**config.mk**
```make
export PLATFORM = sky130hd
export DESIGN_NAME = multiply_arbiter_flat
export DESIGN_NICKNAME = d
export VERILOG_FILES = /design/src/rtl/arbiter_pkg.sv /design/src/rtl/multiply_arbiter_if.sv /design/src/rtl/multiply_arbiter_tag_fifo.sv /design/src/rtl/multiply_arbiter.sv /design/src/flat_wrapper.sv
export SDC_FILE = /design/constraint.sdc
export NUM_CORES = 1
export LEC_CHECK = 0
export CAP_MARGIN = 20
export CORE_ASPECT_RATIO = 1.75
export CORE_MARGIN = 10
export CORE_UTILIZATION = 44
export CTS_CLUSTER_SIZE = 40
export DETAILED_ROUTE_END_ITERATION = 10
export GPL_ROUTABILITY_DRIVEN = 0
export GPL_TIMING_DRIVEN = 0
export PLACE_DENSITY = 0.94
export SYNTH_ARGS = -nofsm -noshare
export SYNTH_HDL_FRONTEND = slang
export SYNTH_SLANG_ARGS = --single-unit
export TNS_END_PERCENT = 5
```
**constraint.sdc**
```tcl
create_clock -name clk -period 8.26 [get_ports clk]
set_input_delay 1.652 -clock clk [delete_from_list [all_inputs] [get_ports clk]]
set_output_delay 1.652 -clock clk [all_outputs]
set_load 0.005 [all_outputs]
```
**src/rtl/arbiter_pkg.sv**
```systemverilog
// Shared types and helpers for multiply_arbiter.
//   tag_t        : requester index carried through the tag FIFO (supports N up to MAX_N)
//   lock_state_t : issue-side lock state
//   rr_next      : round-robin search, first valid index at or above ptr, modulo n
package arbiter_pkg;

  localparam int MAX_N = 16;
  localparam int TAG_W = $clog2(MAX_N);

  typedef logic [TAG_W-1:0] tag_t;

  typedef enum logic {
    ST_OPEN   = 1'b0,
    ST_LOCKED = 1'b1
  } lock_state_t;

  // Walks offsets from the highest down so the smallest offset from ptr wins.
  // If nothing is valid the result is ptr; the caller ignores it in that case.
  function automatic tag_t rr_next(input tag_t ptr, input logic [MAX_N-1:0] valid, input int n);
    int   sum;
    tag_t idx;
    rr_next = ptr;
    for (int k = MAX_N - 1; k >= 0; k--) begin
      if (k < n) begin
        sum = int'(ptr) + k;
        if (sum >= n) sum = sum - n;
        idx = tag_t'(sum);
        if (valid[idx]) rr_next = idx;
      end
    end
  endfunction

endpackage

```
**src/rtl/multiply_arbiter_if.sv**
```systemverilog
// Bundle of all requester-side and multiplier-side stream signals of multiply_arbiter.
//   s_*      : per-requester operand streams (requester -> arbiter)
//   m_*      : per-requester product streams (arbiter -> requester)
//   mul_s_*  : operand stream to the shared multiplier
//   mul_m_*  : product stream from the shared multiplier
//   err      : sticky "result with no owner" flag
// Modport slave is the arbiter's view, master is the surrounding environment.
interface multiply_arbiter_if #(
  parameter int W = 8,
  parameter int N = 4
);
  logic [N-1:0]                s_valid;
  logic [N-1:0]                s_ready;
  logic [N-1:0][1:0][W-1:0]    s_data;
  logic [N-1:0]                m_valid;
  logic [N-1:0]                m_ready;
  logic [N-1:0][2*W-1:0]       m_data;
  logic                        mul_s_valid;
  logic                        mul_s_ready;
  logic [1:0][W-1:0]           mul_s_data;
  logic                        mul_m_valid;
  logic                        mul_m_ready;
  logic [2*W-1:0]              mul_m_data;
  logic                        err;

  modport slave (
    input  s_valid, s_data, m_ready, mul_s_ready, mul_m_valid, mul_m_data,
    output s_ready, m_valid, m_data, mul_s_valid, mul_s_data, mul_m_ready, err
  );

  modport master (
    output s_valid, s_data, m_ready, mul_s_ready, mul_m_valid, mul_m_data,
    input  s_ready, m_valid, m_data, mul_s_valid, mul_s_data, mul_m_ready, err
  );
endinterface

```
**src/rtl/multiply_arbiter_tag_fifo.sv**
```systemverilog
// tag_fifo: register-based FIFO holding the owner tag of every in-flight product.
//   push/din : enqueue din (ignored while full, even if popping the same cycle)
//   pop      : dequeue oldest entry (ignored while empty)
//   full, empty, head : occupancy flags and oldest entry
module tag_fifo #(
  parameter int WIDTH = 4,
  parameter int DEPTH = 4
) (
  input  logic             clk,
  input  logic             rst,
  input  logic             push,
  input  logic [WIDTH-1:0] din,
  input  logic             pop,
  output logic             full,
  output logic             empty,
  output logic [WIDTH-1:0] head
);

  localparam int PW = (DEPTH > 1) ? $clog2(DEPTH) : 1;
  localparam int CW = $clog2(DEPTH + 1);

  logic [WIDTH-1:0] mem [DEPTH];
  logic [PW-1:0]    wr_ptr, rd_ptr;
  logic [CW-1:0]    count;
  logic             do_push, do_pop;

  assign full    = (count == CW'(DEPTH));
  assign empty   = (count == '0);
  assign do_push = push & ~full;
  assign do_pop  = pop & ~empty;
  assign head    = mem[rd_ptr];

  always_ff @(posedge clk) begin
    if (do_push) mem[wr_ptr] <= din;
  end

  always_ff @(posedge clk or posedge rst) begin
    if (rst) begin
      wr_ptr <= '0;
      rd_ptr <= '0;
      count  <= '0;
    end else begin
      if (do_push) wr_ptr <= (wr_ptr == PW'(DEPTH - 1)) ? '0 : wr_ptr + PW'(1);
      if (do_pop)  rd_ptr <= (rd_ptr == PW'(DEPTH - 1)) ? '0 : rd_ptr + PW'(1);
      case ({do_push, do_pop})
        2'b10:   count <= count + CW'(1);
        2'b01:   count <= count - CW'(1);
        default: count <= count;
      endcase
    end
  end

endmodule

```
**src/rtl/multiply_arbiter.sv**
```systemverilog
// multiply_arbiter: shares one multiplier among N requesters.
// Round-robin picks a requester, its operand pair goes straight to mul_s_*,
// and its index is queued in a tag FIFO so the in-order result on mul_m_*
// can be steered back to the right m_* lane. Both paths are combinational.
//   clk, rst : clock, asynchronous active-high reset
//   bus      : multiply_arbiter_if.slave (all stream signals and err)
//
//   state     | meaning
//   ----------+-----------------------------------------------------------
//   ST_OPEN   | grant follows the round-robin search every cycle
//   ST_LOCKED | an offered pair was stalled by mul_s_ready; grant is held
//             | in lock_grant until that pair is accepted
module multiply_arbiter
  import arbiter_pkg::*;
#(
  parameter int W = 8,
  parameter int N = 4,
  parameter int D = 4
) (
  input logic                clk,
  input logic                rst,
  multiply_arbiter_if.slave  bus
);

  lock_state_t       state_q, state_d;
  tag_t              ptr, lock_grant, grant_rr, grant, head;
  logic [MAX_N-1:0]  valid_ext;
  logic [1:0][W-1:0] sel_data;
  logic              sel_valid, head_ready;
  logic              full, empty, active;
  logic              mul_s_valid_int, mul_m_ready_int;
  logic              issue, ret;
  logic              err_q;

  // Outputs are held low while rst is asserted, not just after the first edge.
  assign active    = ~rst;
  assign valid_ext = MAX_N'(bus.s_valid);
  assign grant_rr  = rr_next(ptr, valid_ext, N);
  assign grant     = (state_q == ST_LOCKED) ? lock_grant : grant_rr;

  always_comb begin
    sel_valid  = 1'b0;
    sel_data   = '0;
    head_ready = 1'b0;
    for (int i = 0; i < N; i++) begin
      if (grant == tag_t'(i)) begin
        sel_valid = bus.s_valid[i];
        sel_data  = bus.s_data[i];
      end
      if (head == tag_t'(i)) head_ready = bus.m_ready[i];
    end
  end

  assign mul_s_valid_int = active & sel_valid & ~full;
  assign mul_m_ready_int = active & head_ready & ~empty;
  assign issue           = mul_s_valid_int & bus.mul_s_ready;
  assign ret             = bus.mul_m_valid & mul_m_ready_int;

  assign bus.mul_s_valid = mul_s_valid_int;
  assign bus.mul_s_data  = sel_data;
  assign bus.mul_m_ready = mul_m_ready_int;
  assign bus.err         = err_q;

  always_comb begin
    for (int i = 0; i < N; i++) begin
      bus.s_ready[i] = active & (grant == tag_t'(i)) & bus.mul_s_ready & ~full;
      bus.m_valid[i] = active & (head == tag_t'(i)) & bus.mul_m_valid & ~empty;
      bus.m_data[i]  = bus.mul_m_data;
    end
  end

  always_comb begin
    state_d = state_q;
    if (state_q == ST_OPEN) begin
      if (mul_s_valid_int && !bus.mul_s_ready) state_d = ST_LOCKED;
    end else begin
      if (issue) state_d = ST_OPEN;
    end
  end

  always_ff @(posedge clk or posedge rst) begin
    if (rst) begin
      state_q    <= ST_OPEN;
      ptr        <= '0;
      lock_grant <= '0;
      err_q      <= 1'b0;
    end else begin
      state_q <= state_d;
      if (state_q == ST_OPEN && state_d == ST_LOCKED) lock_grant <= grant;
      if (issue) ptr <= (grant == tag_t'(N - 1)) ? '0 : grant + tag_t'(1);
      // A result with no recorded owner means the multiplier and tag FIFO disagree.
      if (bus.mul_m_valid && empty) err_q <= 1'b1;
    end
  end

  tag_fifo #(
    .WIDTH (TAG_W),
    .DEPTH (D)
  ) u_tag_fifo (
    .clk   (clk),
    .rst   (rst),
    .push  (issue),
    .din   (grant),
    .pop   (ret),
    .full  (full),
    .empty (empty),
    .head  (head)
  );

endmodule

```
**src/flat_wrapper.sv**
```systemverilog
// flat-port wrapper written by rule: the top's interface ports become plain ports
module multiply_arbiter_flat import arbiter_pkg::*;
#(
  parameter int W = 8,
  parameter int N = 4,
  parameter int D = 4
)
  (clk, rst, bus_s_valid, bus_s_data, bus_m_ready, bus_mul_s_ready, bus_mul_m_valid, bus_mul_m_data, bus_s_ready, bus_m_valid, bus_m_data, bus_mul_s_valid, bus_mul_s_data, bus_mul_m_ready, bus_err);
  multiply_arbiter_if #(.W(W), .N(N)) bus_i ();
  input logic clk;
  input logic rst;
  input wire logic [$bits(bus_i.s_valid)-1:0] bus_s_valid;
  input wire logic [$bits(bus_i.s_data)-1:0] bus_s_data;
  input wire logic [$bits(bus_i.m_ready)-1:0] bus_m_ready;
  input wire logic [$bits(bus_i.mul_s_ready)-1:0] bus_mul_s_ready;
  input wire logic [$bits(bus_i.mul_m_valid)-1:0] bus_mul_m_valid;
  input wire logic [$bits(bus_i.mul_m_data)-1:0] bus_mul_m_data;
  output wire logic [$bits(bus_i.s_ready)-1:0] bus_s_ready;
  output wire logic [$bits(bus_i.m_valid)-1:0] bus_m_valid;
  output wire logic [$bits(bus_i.m_data)-1:0] bus_m_data;
  output wire logic [$bits(bus_i.mul_s_valid)-1:0] bus_mul_s_valid;
  output wire logic [$bits(bus_i.mul_s_data)-1:0] bus_mul_s_data;
  output wire logic [$bits(bus_i.mul_m_ready)-1:0] bus_mul_m_ready;
  output wire logic [$bits(bus_i.err)-1:0] bus_err;
  assign bus_i.s_valid = bus_s_valid;
  assign bus_i.s_data = bus_s_data;
  assign bus_i.m_ready = bus_m_ready;
  assign bus_i.mul_s_ready = bus_mul_s_ready;
  assign bus_i.mul_m_valid = bus_mul_m_valid;
  assign bus_i.mul_m_data = bus_mul_m_data;
  assign bus_s_ready = bus_i.s_ready;
  assign bus_m_valid = bus_i.m_valid;
  assign bus_m_data = bus_i.m_data;
  assign bus_mul_s_valid = bus_i.mul_s_valid;
  assign bus_mul_s_data = bus_i.mul_s_data;
  assign bus_mul_m_ready = bus_i.mul_m_ready;
  assign bus_err = bus_i.err;
  multiply_arbiter #(.W(W), .N(N), .D(D)) u_core (.clk(clk), .rst(rst), .bus(bus_i));
endmodule
```
Run 1, cell density map:
Bar = 20 um. The die is cut into 9 by 14 equal tiles; white is low, dark blue is high, 0 to 100% covered.
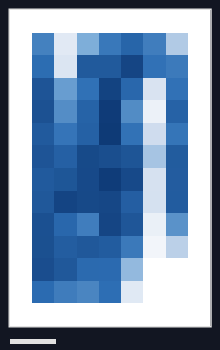
emptiest ninth of the die: bottom right
nearly empty tiles: 37%
tiles over 75% full: 37%
fullest tile: 96%
fp util: 44.5%
core region area: 7860 um^2

Run 1, I/O nets highlighted:
Bar = 20 um.
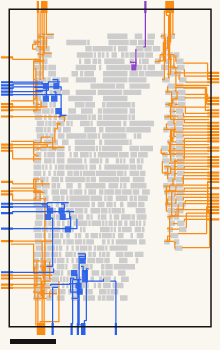
legend:
  purple:
    port: bus_mul_m_ready
    direction: output
    end_cells: 1
    buffers: 1
    wire: 27.2 um
  blue:
    port: bus_mul_s_data
    direction: output
    end_cells: 16
    buffers: 16
    wire: 504 um
  orange:
    port: bus_m_data
    direction: output
    end_cells: 0
    buffers: 128
    wire: 1940 um
Ports: 183
port buffer count: 166

Run 1, placement view:
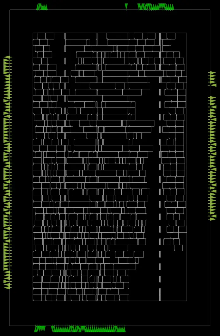
Flop Count: 33
post-route core utilization: 68.9%
row count: 43
# Taps: 90
total of fill cells in the finished design: 598

==> CHANGELOG.md, run 1 <==
## Flow update

- Status: completed
- Design area: 5410 um^2
- Crit path kind: input pin to output port
- Top Registers: u_core.u_tag_fifo.mem x16, u_core.lock_grant x4, u_core.ptr x4
- Clk. pwr: 0.174 mW
- Die height: 138 um
- Fin Clk Skew: 0.00410 ns
- Final worst setup slack: 0.752 ns
- Pwr dens: 408 nW/um^2
- RSZ-0062 raised after global routing: false
- CP Buf/Inv Count: 5
- Critical path data arrival time: 5.86 ns
- Clk buf depth: 2
- Area leader share: 13.7%
- Crit start category: input pin
- TritonCTS clock tree: built
- Number of logged tool warnings: 38
- Clock power share: 7.9%
- Max-cap violation count: 0
- DIE AREA: 12100 um^2
- FF-to-FF End: u_core.u_tag_fifo.count[2]
- Syn Std Cell Area: 3500 um^2
- Final cell count without fillers: 672
- Leakage: 2.34 nW
- First drt pass iteration count: 4
- Routed WL: 11600 um
- Root Buffer: clkbuf_16
- XOR/XNOR share of the synthesized area: 2.00%
- Clock Pin Slew Worst Setup and Hold Paths: 0.05 ns
- Crit-path leading delay family: buffers and inverters
- Final worst path period share: 90.9%
- Sequential cell area: 906 um^2
- Peak per-stage delay on the critical path: 0.55 ns
- Post-Synthesis Cells: 408
- Combinational Power: 1.76 mW
- Hold Crit Depth: 1
- Clock buffers: 6
- Highest-power group: combinational logic
- # resized after CTS: 0
- Total global routing overflow: 0
- Switching part of the total power: 46.0%
- Asr flop ratio synth: 51.5%
- Setup TNS: 0 ns
- Mux share of post-synthesis cell area: 7.69%
- Critical Path Source: bus_s_valid[0]
- Dominant logic cell type in the layout: clkdlybuf4s50_1
- Clk sinks: 33
- Postcts setup bufs: 0
- 1st-iter DRT viols: 164
- Reg with most FFs: u_core.u_tag_fifo.mem
- Grt met1 use: 15.0%
- Placed cell count: 664
- Synthesis area per yosys: 3500 um^2
- Post-route antenna net violation count: 0
- Setup violators final: 0
- Total number of vias: 3544
- Main logic family: buffers and inverters
- Die Width: 87.4 um
- Total power: 2.21 mW
- Min Tclk post-route: 7.51 ns
- Worst setup endpoint: bus_mul_s_valid
- Met2 WL: 6050 um
- Ant diodes: 0
- Fraction of layout cells with a size suffix above 1: 19.1%
- Nonclk buf count: 250
- Syn avg cell area: 8.57 um^2
- Met3 routed WL: 1450 um
- Hold/Removal Path Class: flop to flop
- Crit end category: output port
- Post-Synth Simple-Gate Area: 15.4%
- Via density: 5.27
- Worst reg2reg startpoint: u_core.ptr[1]
- Synth cell types: 62
- Post-synth EDFFs: 16
- Cts hold-fix bufs: 0
- Crit path DRT: 6.61 ns
- Comb_multi_in: 255
- CP Depth: 17
- GRT busiest layer: met2
- Final hold violation count: 0
- Pint: 1.19 mW
- First-pass GRT wire length: 18200 um
- CTS buffer count: 5
- Highest routed layer: met4
- Tot GR Track Use: 18.6%
- Synth warnings: 0
- Slew @ Worst Pin: 0.649 ns
- Max reg flops: 16
- Met1 WL: 3540 um
- Seq cells post-synth: 33
- Setup slack at placement: 0.772 ns
- Clock-cell share: 2.57%
- Vias in the first global route: 3909
- Synth Net Count: 523
- Yosys adder share: 8.44%
- Top cells by area: buf_4, edfxtp_1, dfrtp_1
- Comb power frac: 79.8%
- Initial antenna violation count: 0
- Inverters: 36
- Grt met3 use: 8.41%
- CP Cell Sequence: clkdlybuf4s50_1, mux4_1, inv_1, a211oi_2, o21bai_1, nor4b_1, or2_2, inv_1, ha_1, clkbuf_1, nand3b_1, a21oi_1, a21oi_1, o21ai_0, nand2_1, nor2_1, clkdlybuf4s50_1
- Hold path start: u_core.bus.err
- Dominant kind of cell: buffers
- Dpl cell area: 5270 um^2
- Compound Share, Synth: 20.2%
- WL per Instance: 17.2 um
- NonClk Buf Share: 41.4%
- # H-tree levels: 2
- NetSw: 1.02 mW
- CP Max Fanout: 8
- Slew HR: 56.7%
- Comb area share: 34.7%
- Sequential power: 0.273 mW
- R2r setup slk: 2.37 ns
- Area growth, synth to finish: 54.7%
==> run 2: changes to the inputs <==
Settings changed: ABC_AREA from default to 1, CORE_ASPECT_RATIO 1.75 to 0.75, CORE_UTILIZATION 44 to 43, PLACE_DENSITY 0.94 to 0.93.
Run 2, floorplan with the power grid:
Bar = 20 um. Pins as bars on the die edge. Tap cells in gray.
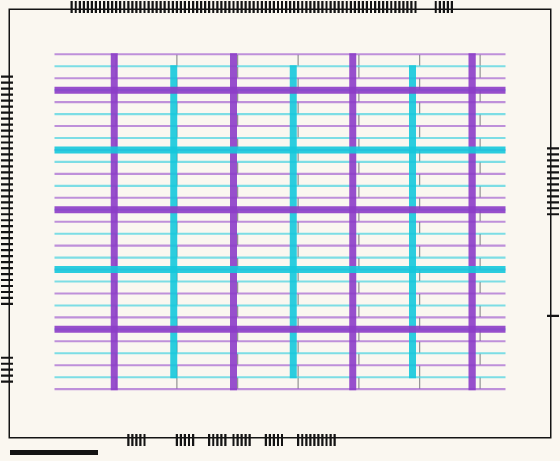
legend:
  cyan:
    net: VDD
  purple:
    net: VSS
signal pins: 183
met4 straps: 7
met1 rails: 29
tap cells: 105
rows: 28
Die Width: 123 um
die height: 97.1 um
maximum vdd drop: 0.345 mV
core region area: 7810 um^2

Run 2, placement view:
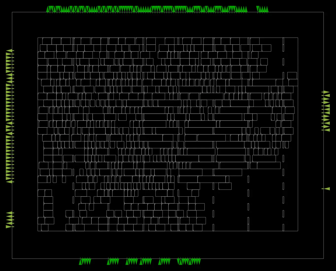
post-route core utilization: 67.6%
final cell count without fillers: 776
row count: 28
sequential cell area share: 17.1%
# Taps: 105

==> CHANGELOG.md, run 2 <==
## Flow update

- Inverters: 62
- Total global routing overflow: 0
- Met2 WL: 6020 um
- Clock Pin Slew Worst Setup and Hold Paths: 0.06 ns
- Slew HR: 54.1%
- NetSw: 0.761 mW
- Clk sinks: 33
- Dominant logic cell type in the layout: clkdlybuf4s50_1
- Via density: 4.86
- # H-tree levels: 2
- Critical path data arrival time: 5.41 ns
- Sequential power: 0.256 mW
- Sequential cell area: 906 um^2
- Syn avg cell area: 6.86 um^2
- Post-synth EDFFs: 16
- Worst R2R Path Depth: 35
- Comb_multi_in: 323
- Area growth, synth to finish: 55.0%
- Fmax: 0.142 GHz
- Clock buffers: 6
- DIE AREA: 11900 um^2
- Sequential fraction of the synthesis area: 26.6%
- NonClk Buf Share: 42.1%
- Crit start category: input pin
- Hold Crit Depth: 1
- DP HPWL: 9630 um
- Status: completed
- Grt met1 use: 19.4%
- Placed cell count: 768
- XOR/XNOR share of the synthesized area: 0.514%
- Total number of vias: 3768
- Total power: 1.60 mW
- Nonclk buf count: 245
- Hold path start: u_core.bus.err
- Nets@finish: 785
- Post-synth top cells: nand2_1, nor2_1, buf_4
- Crit end category: output port
- Setup violators final: 0
- RSZ-0062 raised after global routing: false
- Pint: 0.843 mW
- DR DRC count: 0
- Top Layout Cells: clkdlybuf4s50_1, nand2_1, nor2_1, buf_4, inv_1
- Postcts setup bufs: 0
- Synth warnings: 0
- Ports: 183
- Area leader share: 14.5%
- Main logic family: simple AND/OR/NAND/NOR gates
- Met1 WL: 4200 um
- Ant diodes: 0
- CTS buffer count: 5
- Crit path DRT: 6.61 ns
- Design area: 5290 um^2
- Highest-power group: combinational logic
- Yosys adder share: 8.66%
- Max reg flops: 16
- Yosys top cell by area: buf_4
- Synth cell types: 36
- Synth Net Count: 612
- Most common cell in the netlist: nand2_1
- Crit path kind: input pin to output port
- Dpl cell area: 5200 um^2
- Final hold violation count: 0
- Clock-cell share: 1.56%
- Peak per-stage delay on the critical path: 0.55 ns
- Hold WS: 0.458 ns
- Number of logged tool warnings: 38
- Comb area share: 32.3%
- Hold/Removal Path Class: flop to flop
- Critical Path Source: bus_s_valid[3]
- Fp util: 43.6%
- Routed WL: 11300 um
- Post-Synthesis Cells: 497
- Compound Share, Synth: 11.7%
- Largest net degree at the start of global routing: 18
- Top Registers: u_core.u_tag_fifo.mem x16, u_core.lock_grant x4, u_core.ptr x4
- Asr flop ratio synth: 51.5%
- Cts hold-fix bufs: 0
- CP Max Fanout: 10
- Clock power share: 7.2%
- Total of fill cells in the finished design: 617
- Pins Over Slew Limit: 0
- Mux share of post-synthesis cell area: 0%
- Crit-path leading delay family: buffers and inverters
- Final worst setup slack: 1.19 ns
- Clk. pwr: 0.115 mW
- Setup slack at placement: 1.29 ns
- Combinational Power: 1.23 mW
- 1st-iter DRT viols: 249
- Top cells by area: buf_4, edfxtp_1, dfrtp_1
- Worst reg2reg startpoint: u_core.ptr[1]
- Pwr dens: 304 nW/um^2
- WL per Instance: 14.6 um
- GRT busiest layer: met2
- Leakage: 2.47 nW
- Slew @ Worst Pin: 0.688 ns
- GR Util met2: 34.2%
- Reg with most FFs: u_core.u_tag_fifo.mem
- Flop Count: 33
- Setup TNS: 0 ns
- CP Depth: 19
- CP Buf/Inv Count: 5
- Grt met3 use: 5.63%
- Syn Std Cell Area: 3410 um^2
- Fin Clk Skew: 0.00467 ns
- Synthesis area per yosys: 3410 um^2
- First drt pass iteration count: 5
- Root Buffer: clkbuf_8
- Min Tclk post-route: 7.07 ns
- Post-route antenna net violation count: 0
- Worst setup endpoint: bus_mul_s_data[12]
- Comb power frac: 76.9%
- TritonCTS clock tree: built
- Vias in the first global route: 3733
- Met3 routed WL: 950 um
- Port buffer count: 166
- Dominant kind of cell: buffers
- Seq cells post-synth: 33
- FF-to-FF End: u_core.u_tag_fifo.count[2]
- # resized after CTS: 0
- Max-cap violation count: 0
- Switching part of the total power: 47.4%
- Tot GR Track Use: 18.3%
- R2r setup slk: 3.10 ns
- Post-Synth Simple-Gate Area: 29.2%
- Clk buf depth: 2
- CP Cell Sequence: clkdlybuf4s50_1, inv_1, o21ai_1, o21ai_1, nor2_2, nand2_1, o211ai_1, o211ai_1, o211ai_1, nand2_1, o21ai_0, ha_1, clkbuf_1, buf_1, nand3_1, nor2_1, o21ai_0, a31oi_1, clkdlybuf4s50_1
- Highest routed layer: met4
- Final worst path period share: 85.5%
- Fraction of layout cells with a size suffix above 1: 16.1%
- Initial antenna violation count: 0
- First-pass GRT wire length: 18100 um
Run 2, I/O nets highlighted:
Bar = 20 um.
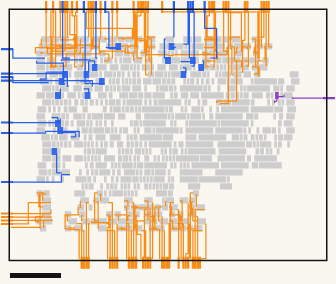
legend:
  orange:
    port: bus_m_data
    direction: output
    end_cells: 0
    buffers: 128
    wire: 2080 um
  blue:
    port: bus_mul_s_data
    direction: output
    end_cells: 16
    buffers: 16
    wire: 476 um
  purple:
    port: bus_mul_m_ready
    direction: output
    end_cells: 1
    buffers: 1
    wire: 19.6 um

Run 2, cell density map:
Bar = 20 um. The die is cut into 12 by 10 equal tiles; white is low, dark blue is high, 0 to 100% covered.
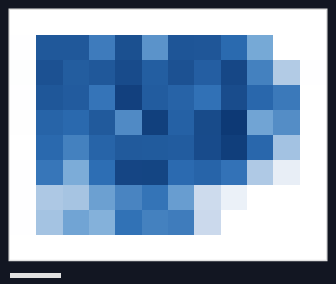

==> run 3: changes to the inputs <==
Settings changed: CORE_UTILIZATION 43 to 40, PLACE_DENSITY 0.93 to 0.88.
Clock period 8.26 ns to 6.7 ns, I/O delays scaled along.
Run 3, cell density map:
Bar = 50 um. The die is cut into 13 by 10 equal tiles; white is low, dark blue is high, 0 to 100% covered.
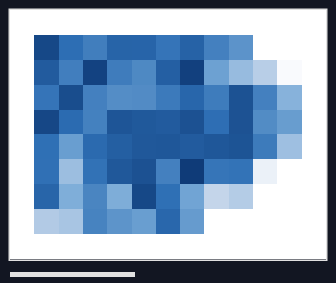
post-route core utilization: 63.8%
core region area: 8380 um^2
fp util: 40.7%

Run 3, floorplan with the power grid:
Bar = 50 um. Pins as bars on the die edge. Tap cells in gray.
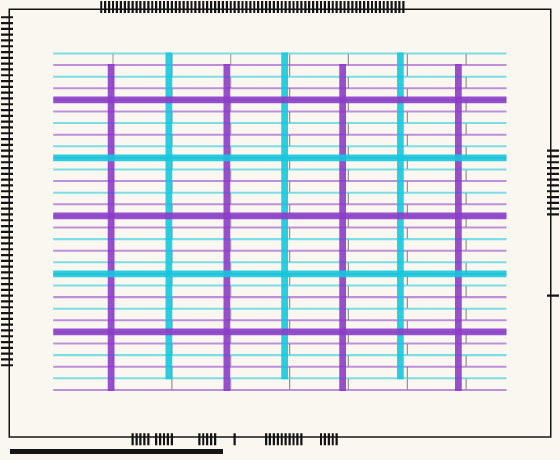
Die Width: 127 um
maximum vdd drop: 0.338 mV
die height: 100 um

==> CHANGELOG.md, run 3 <==
## Flow update

- Switching part of the total power: 46.5%
- Critical path data arrival time: 5.04 ns
- Final worst path period share: 95.2%
- Via density: 4.78
- Sequential power: 0.317 mW
- Inverters: 62
- Crit-path leading delay family: buffers and inverters
- Critical Path Source: bus_s_valid[1]
- Placed cell count: 771
- GR Util met2: 31.3%
- DR DRC count: 0
- Fmax: 0.157 GHz
- Crit path DRT: 5.36 ns
- Sequential cell area share: 16.9%
- Synth warnings: 0
- Synthesis area per yosys: 3410 um^2
- DIE AREA: 12700 um^2
- Clk. pwr: 0.210 mW
- Combinational Power: 1.54 mW
- Hold path start: u_core.bus.err
- Max-cap violation count: 0
- Grt met1 use: 18.4%
- Root Buffer: clkbuf_16
- # Taps: 108
- Clk sinks: 33
- Reg with most FFs: u_core.u_tag_fifo.mem
- Post-synth EDFFs: 16
- CP Depth: 19
- Dpl cell area: 5210 um^2
- Met1 WL: 4330 um
- Slew HR: 56.0%
- Pint: 1.11 mW
- Synth cell types: 36
- Clk buf depth: 2
- Postcts setup bufs: 0
- Crit end category: output port
- Dominant kind of cell: buffers
- Peak per-stage delay on the critical path: 0.55 ns
- Routed WL: 11500 um
- Vias in the first global route: 3774
- Clock Pin Slew Worst Setup and Hold Paths: 0.05 ns
- First-pass GRT wire length: 18300 um
- Largest net degree at the start of global routing: 18
- Row count: 29
- Worst R2R Path Depth: 35
- Sequential fraction of the synthesis area: 26.6%
- WL per Instance: 14.7 um
- Status: completed
- CP Cell Sequence: clkdlybuf4s50_1, inv_1, o21a_1, nand2_1, o21ai_1, nor2_2, nand2_1, o211ai_1, o211ai_1, o211ai_1, nand2_1, o21ai_0, inv_1, ha_1, nand2_2, clkbuf_1, o21ai_0, a31oi_1, clkdlybuf4s50_1
- Grt met3 use: 7.00%
- Syn avg cell area: 6.86 um^2
- Most common cell in the netlist: nand2_1
- Total of fill cells in the finished design: 673
- Hold/Removal Path Class: flop to flop
- Initial antenna violation count: 0
- Sequential cell area: 906 um^2
- Yosys adder share: 8.66%
- Area growth, synth to finish: 56.8%
- NonClk Buf Share: 41.6%
- Total global routing overflow: 0
- Asr flop ratio synth: 51.5%
- 1st-iter DRT viols: 268
- Hold Crit Depth: 1
- Comb area share: 32.0%
- Compound Share, Synth: 11.7%
- Port buffer count: 166
- GRT busiest layer: met2
- Crit path kind: input pin to output port
- Post-Synthesis Cells: 497
- NetSw: 0.964 mW
- Design area: 5350 um^2
- Max reg flops: 16
- Clock power share: 10.1%
Run 3, I/O nets highlighted:
Bar = 50 um.
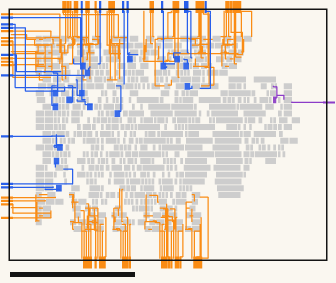
legend:
  orange:
    port: bus_m_data
    direction: output
    end_cells: 0
    buffers: 128
    wire: 2010 um
  blue:
    port: bus_mul_s_data
    direction: output
    end_cells: 16
    buffers: 16
    wire: 596 um
  purple:
    port: bus_mul_m_ready
    direction: output
    end_cells: 1
    buffers: 1
    wire: 24.7 um

No activity file was given, so power comes from the tool's default toggle rates.
